**src/rtl/CPU_package.sv**
```systemverilog
// rtl/CPU_package.sv - shared CPU widths and the instruction-memory loader state type.
package CPU_package;

  localparam int DATA_WIDTH        = 16;
  localparam int ADDRESS_WIDTH     = 6;
  // Instruction memory depth in words; the largest image a load may carry.
  localparam int ADDRESS_MAX_WIDTH = 64;

  typedef enum logic [2:0] {
    LD_IDLE,
    LD_LEN_HI,
    LD_LEN_LO,
    LD_DATA_HI,
    LD_DATA_LO,
    LD_WRITE,
    LD_DONE,
    LD_ERROR
  } loader_state_t;

endpackage

```
**src/rtl/imem_loader.sv**
```systemverilog
// rtl/imem_loader.sv - loads a big-endian length-prefixed word image from a byte stream into instruction memory.
module imem_loader
  import CPU_package::*;
(
  input  logic                     clk,
  input  logic                     rst,
  input  logic                     start,
  input  logic [7:0]               rx_data,
  input  logic                     rx_valid,
  output logic                     rx_ready,
  output logic                     we_IM,
  output logic [ADDRESS_WIDTH-1:0] address_IM,
  output logic [DATA_WIDTH-1:0]    dataIM,
  output logic                     busy,
  output logic                     load_done,
  output logic                     load_err
);

  localparam logic [15:0] LEN_MAX = 16'(ADDRESS_MAX_WIDTH);

  loader_state_t           state_q, state_d;
  logic [15:0]             len_q, len_d;
  logic [7:0]              hi_q, hi_d;
  // One extra bit so the post-increment count can reach ADDRESS_MAX_WIDTH without wrapping.
  logic [ADDRESS_WIDTH:0]  addr_q, addr_d;
  logic [DATA_WIDTH-1:0]   data_q, data_d;
  logic [ADDRESS_WIDTH:0]  addr_next;
  logic [15:0]             len_rx;
  logic                    xfer;

  assign xfer       = rx_valid && rx_ready;
  assign addr_next  = addr_q + (ADDRESS_WIDTH+1)'(1);
  assign len_rx     = {len_q[15:8], rx_data};
  assign address_IM = addr_q[ADDRESS_WIDTH-1:0];
  assign dataIM     = data_q;
  assign load_done  = (state_q == LD_DONE);
  assign load_err   = (state_q == LD_ERROR);

  always_comb begin
    state_d  = state_q;
    len_d    = len_q;
    hi_d     = hi_q;
    addr_d   = addr_q;
    data_d   = data_q;
    rx_ready = 1'b0;
    we_IM    = 1'b0;
    busy     = 1'b1;
    case (state_q)
      LD_IDLE, LD_DONE, LD_ERROR: begin
        busy = 1'b0;
        if (start) begin
          state_d = LD_LEN_HI;
          addr_d  = '0;
        end
      end
      LD_LEN_HI: begin
        rx_ready = 1'b1;
        if (xfer) begin
          len_d   = {rx_data, len_q[7:0]};
          state_d = LD_LEN_LO;
        end
      end
      LD_LEN_LO: begin
        rx_ready = 1'b1;
        if (xfer) begin
          len_d = len_rx;
          if (len_rx == 16'd0)        state_d = LD_DONE;
          else if (len_rx > LEN_MAX)  state_d = LD_ERROR;
          else                        state_d = LD_DATA_HI;
        end
      end
      LD_DATA_HI: begin
        rx_ready = 1'b1;
        if (xfer) begin
          hi_d    = rx_data;
          state_d = LD_DATA_LO;
        end
      end
      LD_DATA_LO: begin
        rx_ready = 1'b1;
        if (xfer) begin
          data_d  = {hi_q, rx_data};
          state_d = LD_WRITE;
        end
      end
      LD_WRITE: begin
        we_IM   = 1'b1;
        addr_d  = addr_next;
        state_d = (16'(addr_next) == len_q) ? LD_DONE : LD_DATA_HI;
      end
      default: state_d = LD_IDLE;
    endcase
  end

  always_ff @(posedge clk or posedge rst) begin
    if (rst) begin
      state_q <= LD_IDLE;
      len_q   <= '0;
      hi_q    <= '0;
      addr_q  <= '0;
      data_q  <= '0;
    end else begin
      state_q <= state_d;
      len_q   <= len_d;
      hi_q    <= hi_d;
      addr_q  <= addr_d;
      data_q  <= data_d;
    end
  end

endmodule

```
**config.mk**
```make
export PLATFORM = sky130hd
export DESIGN_NAME = imem_loader
export DESIGN_NICKNAME = d
export VERILOG_FILES = /design/src/rtl/CPU_package.sv /design/src/rtl/imem_loader.sv
export SDC_FILE = /design/constraint.sdc
export NUM_CORES = 1
export LEC_CHECK = 0
export CORE_ASPECT_RATIO = 1.75
export CORE_MARGIN = 5
export CORE_UTILIZATION = 45
export CTS_BUF_LIST = sky130_fd_sc_hd__clkbuf_4
export DETAILED_ROUTE_END_ITERATION = 8
export HOLD_SLACK_MARGIN = 0.05
export PLACE_DENSITY = 0.69
export SLEW_MARGIN = 5
export SYNTH_ARGS = -nofsm -noshare
export SYNTH_HDL_FRONTEND = slang
export SYNTH_SLANG_ARGS = --single-unit
```
**constraint.sdc**
```tcl
create_clock -name clk -period 2.5 [get_ports clk]
set_clock_uncertainty 0.05 [all_clocks]
set_input_delay 0.25 -clock clk [delete_from_list [all_inputs] [get_ports clk]]
set_output_delay 0.25 -clock clk [all_outputs]
set_load 0.005 [all_outputs]
```
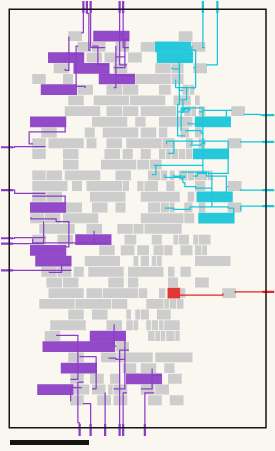
**Above:** nets reached from selected ports.
The bar under the picture is 20 um long.
address_IM: shown in cyan, bits 6, direction output, end cells 6, buffers 6, wire 289 um. dataIM: shown in purple, bits 16, direction output, end cells 16, buffers 16, wire 395 um. rx_ready: shown in red, bits 1, direction output, end cells 1, buffers 1, wire 19.0 um.

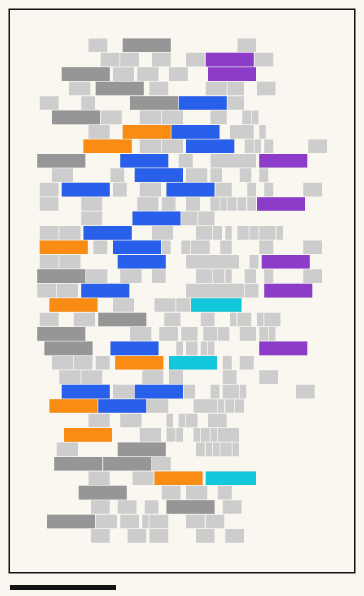
**Above:** sequential cells colored by netlist name.
The bar under the picture is 20 um long. Other sequential cells in the stronger gray, the rest of the logic in the fainter gray.
state_q: shown in cyan, placed flops 3. len_q: shown in blue, placed flops 16. addr_q: shown in purple, placed flops 7. hi_q: shown in orange, placed flops 8.
fraction of area in registers: 0.439
final core utilization: 0.548

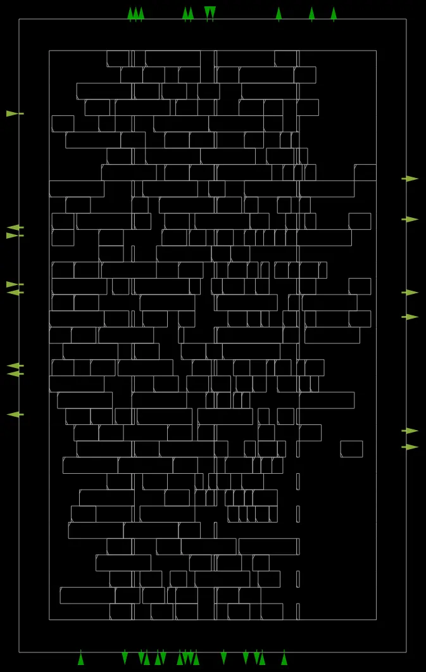
**Above:** cell outlines without signal wires.
Final Non-Filler Cells: 286
FF+latch count: 50
tapcells inserted: 55

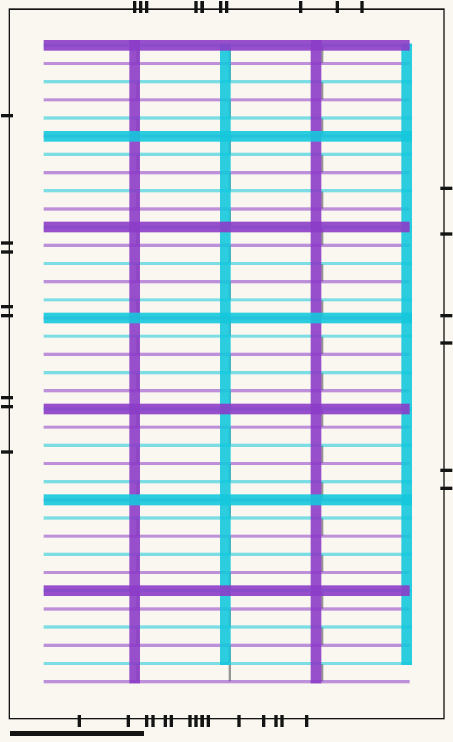
**Above:** PDN straps and rails.
The bar under the picture is 20 um long. Pins as bars on the die edge. Tap cells in gray.
VDD: shown in cyan. VSS: shown in purple.
39 signal pins sit on the boundary. The core has 35 rows.
Die Width: 64.8 um
worst vdd ir: 0.643 mV
chip height: 106 um
placeable core region: 5210 sq um

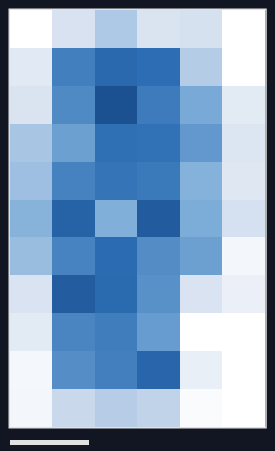
**Above:** placement density heat map.
The bar under the picture is 20 um long. The die is cut into 6 by 11 equal tiles; white is low, dark blue is high, 0 to 100% covered.
The emptiest ninth of the die: lower right. 14% of the tiles are over 75% full. The densest ninth of the die: center. 11% of the tiles are nearly empty.

final timing paths:
path	endpoint	slack [ps]
min in group clk	dataIM[9]$_DFFE_PP0P_	470
max in group asynchronous	state_q[0]$_DFFE_PP0P_	1680
min	dataIM[14]$_DFFE_PP0P_	280
max	we_IM	160
min reg2reg	dataIM[9]$_DFFE_PP0P_	470
max reg2reg	state_q[0]$_DFFE_PP0P_	360
synth_stat cells (2+ instances only):
cell type	count	area [sq um]
o41ai_1	2	17.5
a21oi_1	4	20.0
inv_1	7	26.3
nand2_1	9	33.8
xor2_1	2	17.5
or2_2	2	12.5
nor3_1	4	20.0
buf_4	7	52.6
buf_2	2	10.0
o21ai_0	11	55.1
mux2_2	40	450
nand3_1	5	25.0
o21a_1	2	15.0
or4_1	2	15.0
a31oi_1	2	12.5
nor2_1	8	30.0
xnor2_1	7	61.3
dfrtp_1	50	1250
clkbuf_1	3	11.3
and3_1	2	12.5
routing by layer:
layer | global-route usage | vias to the layer above
met3 | 0.0233 | 7
met5 | 0 | -
li1 | - | 752
met2 | 0.283 | 32
met4 | 0.0681 | 0
met1 | 0.165 | 803
state kept, by name, indices dropped and copies added (netlist names):
name     cells
addr_q       7
dataIM      16
len_q       16
hi_q         8
state_q      3
where the power goes:
| part | switching, mW | total (mW) | internal (mW) |
|---|---|---|---|
| logic | 0.476 | 1.28 | 0.803 |
| clock network | 0.261 | 0.483 | 0.222 |
| registers | 0.252 | 1.42 | 1.17 |
| total | 0.989 | 3.18 | 2.19 |
critical path, delay by kind of cell, from the launching register on:
family,cells,cell delay [ps]
buf+inv,2,630
simple gates,2,540
flops,1,490
cell families after synthesis:
group | after synthesis
muxes | 41
adders and majority gates | 1
buffers and inverters | 20
DFF | 50
and+or+nand+nor | 38
xor gates and xnor gates | 10
AOI/OAI and AO/OA | 32
final cells by class:
cell class                      instances  area, sq um  share of cell area
Antenna cell                            1         2.50            0.000876
Clock buffer                            6         45.0              0.0158
Clock inverter                          2         37.5              0.0131
Inverter                                7         26.3             0.00920
Multi-Input combinational cell        122         1000               0.351
Sequential cell                        50         1250               0.439
Tap cell                               55         68.8              0.0241
Timing Repair Buffer                   43          418               0.146
cells in the final DEF, fill, tap and decap left out, drive strengths merged, types with 2 or more instances in the layout:
cell            n
o41ai           2
xnor2           7
a21oi           4
inv             7
o21ai          11
clkbuf          6
nor3            4
o21a            2
and3            2
a31oi           2
nand2           9
dfrtp          50
mux2           40
or2             2
clkdlybuf4s50  38
or4             3
nand3           5
nor2            8
buf             5
xor2            2
==> run_results.csv <==
group,metric,value,unit
logic_synthesis,post_synth_instance_area,2370,sq um
worst_setup_path,reg2reg_depth,6,
grt,grt_first_pass_wirelength,8.21,mm
detailed_routing,routed-wl-met3,152,um
min_path,hold_class,"input pin to asynchronous set/reset pin",
placement,pre_cts_ws,287,ps
worst_setup_path,path_max_fanout,9,
worst_setup_path,worstPathArrival,2040,ps
sta,least_margin_pin_slew,636,ps
detailed_routing,dr.pass1.iters,4,
pwr,p_leak,1.19,nW
logic_synthesis,netlist_instances,192,
flow_run,warnings,26,
sta,finalCriticalPeriod,2340,ps
status,run_status,"complete, no violations",
placement,placed_cell_area,2770,sq um
grt,grt_start_max_net_pins,51,
cells_and_area,fill_cells,447,
floorplanning,floorplanUtilization,0.454,
logic_synthesis,mux_share,0.195,
logic_synthesis,synthesis.area_per_instance,12.3,sq um
sta,slew_headroom,0.574,
grt,grt_pass1_vias,1762,
sta,final_max_slew_viol_count,0,
grt,globalRouteTotalUtil,0.152,
clock_tree,cts_sinks,50,
worst_setup_path,biggest_cell_delay_along_the_critical_path,510,ps
detailed_routing,dr_total_vias,1594,
logic_synthesis,synth.cellmix.simpleShare,0.0836,
clock_tree,cts_tree,"built",
clock_tree,cts-root-buf,"clkbuf_4",
sta,whs,281,ps
worst_setup_path,slowest_stage,"clkdlybuf4s50_1",
sta,max_freq,0.428,GHz
worst_setup_path,crit_path_cell_trace,"nand2b_1 > or2_2 > inv_2 > clkdlybuf4s50_1",
logic_synthesis,synth-edff-count,0,
clock_tree,cts.repair_timing.setup_buffer_count,0,
placement,port_buffers,38,
detailed_routing,drt.antenna.violating_nets,0,
logic_synthesis,area_share_of_xor_xnor_cells_in_the_synthesized_design,0.0434,
cells_and_area,final_area,2860,sq um
clock_tree,path_clk_slew,150,ps
clock_tree,cts_repair_resizes,0,
pwr,power_density,1110,nW/um^2
logic_synthesis,number_of_cell_instances_after_yosys_synthesis,192,
clock_tree,cts_hold_repair.buffers,0,
placement,place_hpwl,3.53,mm
worst_setup_path,critical_path.startpoint,"state_q[1]$_DFFE_PP0P_",
detailed_routing,top_layer_in_use,"met4",
detailed_routing,wl_met1,1.83,mm
grt,gr-total-overflow,0,
detailed_routing,dr_wl_met2,2.65,mm
sta,finalSetupViolCount,0,
cells_and_area,finalNetCount,242,
floorplanning,num_rows,35,
logic_synthesis,unique_cell_type_count_in_the_yosys_netlist,41,
sta,timing.final.hold_violations,0,
logic_synthesis,yosys-dominant-comb-family,"multiplexers",
logic_synthesis,postSynth.topFlopCell,"dfrtp_1",
logic_synthesis,synth-seq-area-share,0.529,
grt,grt_antenna_before_repair,1,
logic_synthesis,mappedNetlistNets,205,
logic_synthesis,total_of_warnings_raised_by_yosys,0,
detailed_routing,initialDrtViolationCount,63,
cells_and_area,synthToLayoutAreaGrowth,20.7,%
clock_tree,htree_depth,2,
flow_run,timing.max_cap.violations,0,
floorplanning,num_io_pins,39,
floorplanning,fp.dieArea,6870,sq um
pwr,finalPower,3.18,mW
logic_synthesis,synth-compound-area-share,0.0973,
placement,place_congestion,0.846,
logic_synthesis,synth-async-reset-ratio,1.00,
clock_tree,cts-buffers-inserted,5,
placement,dp_cells,277,
sta,layout_setup_ws,161,ps
worst_setup_path,critPathCaptureType,"output pin",
cells_and_area,post_route_cells_drive_above_1_share,0.274,
Power figures rest on the tool's default switching activity, not on a simulated workload.
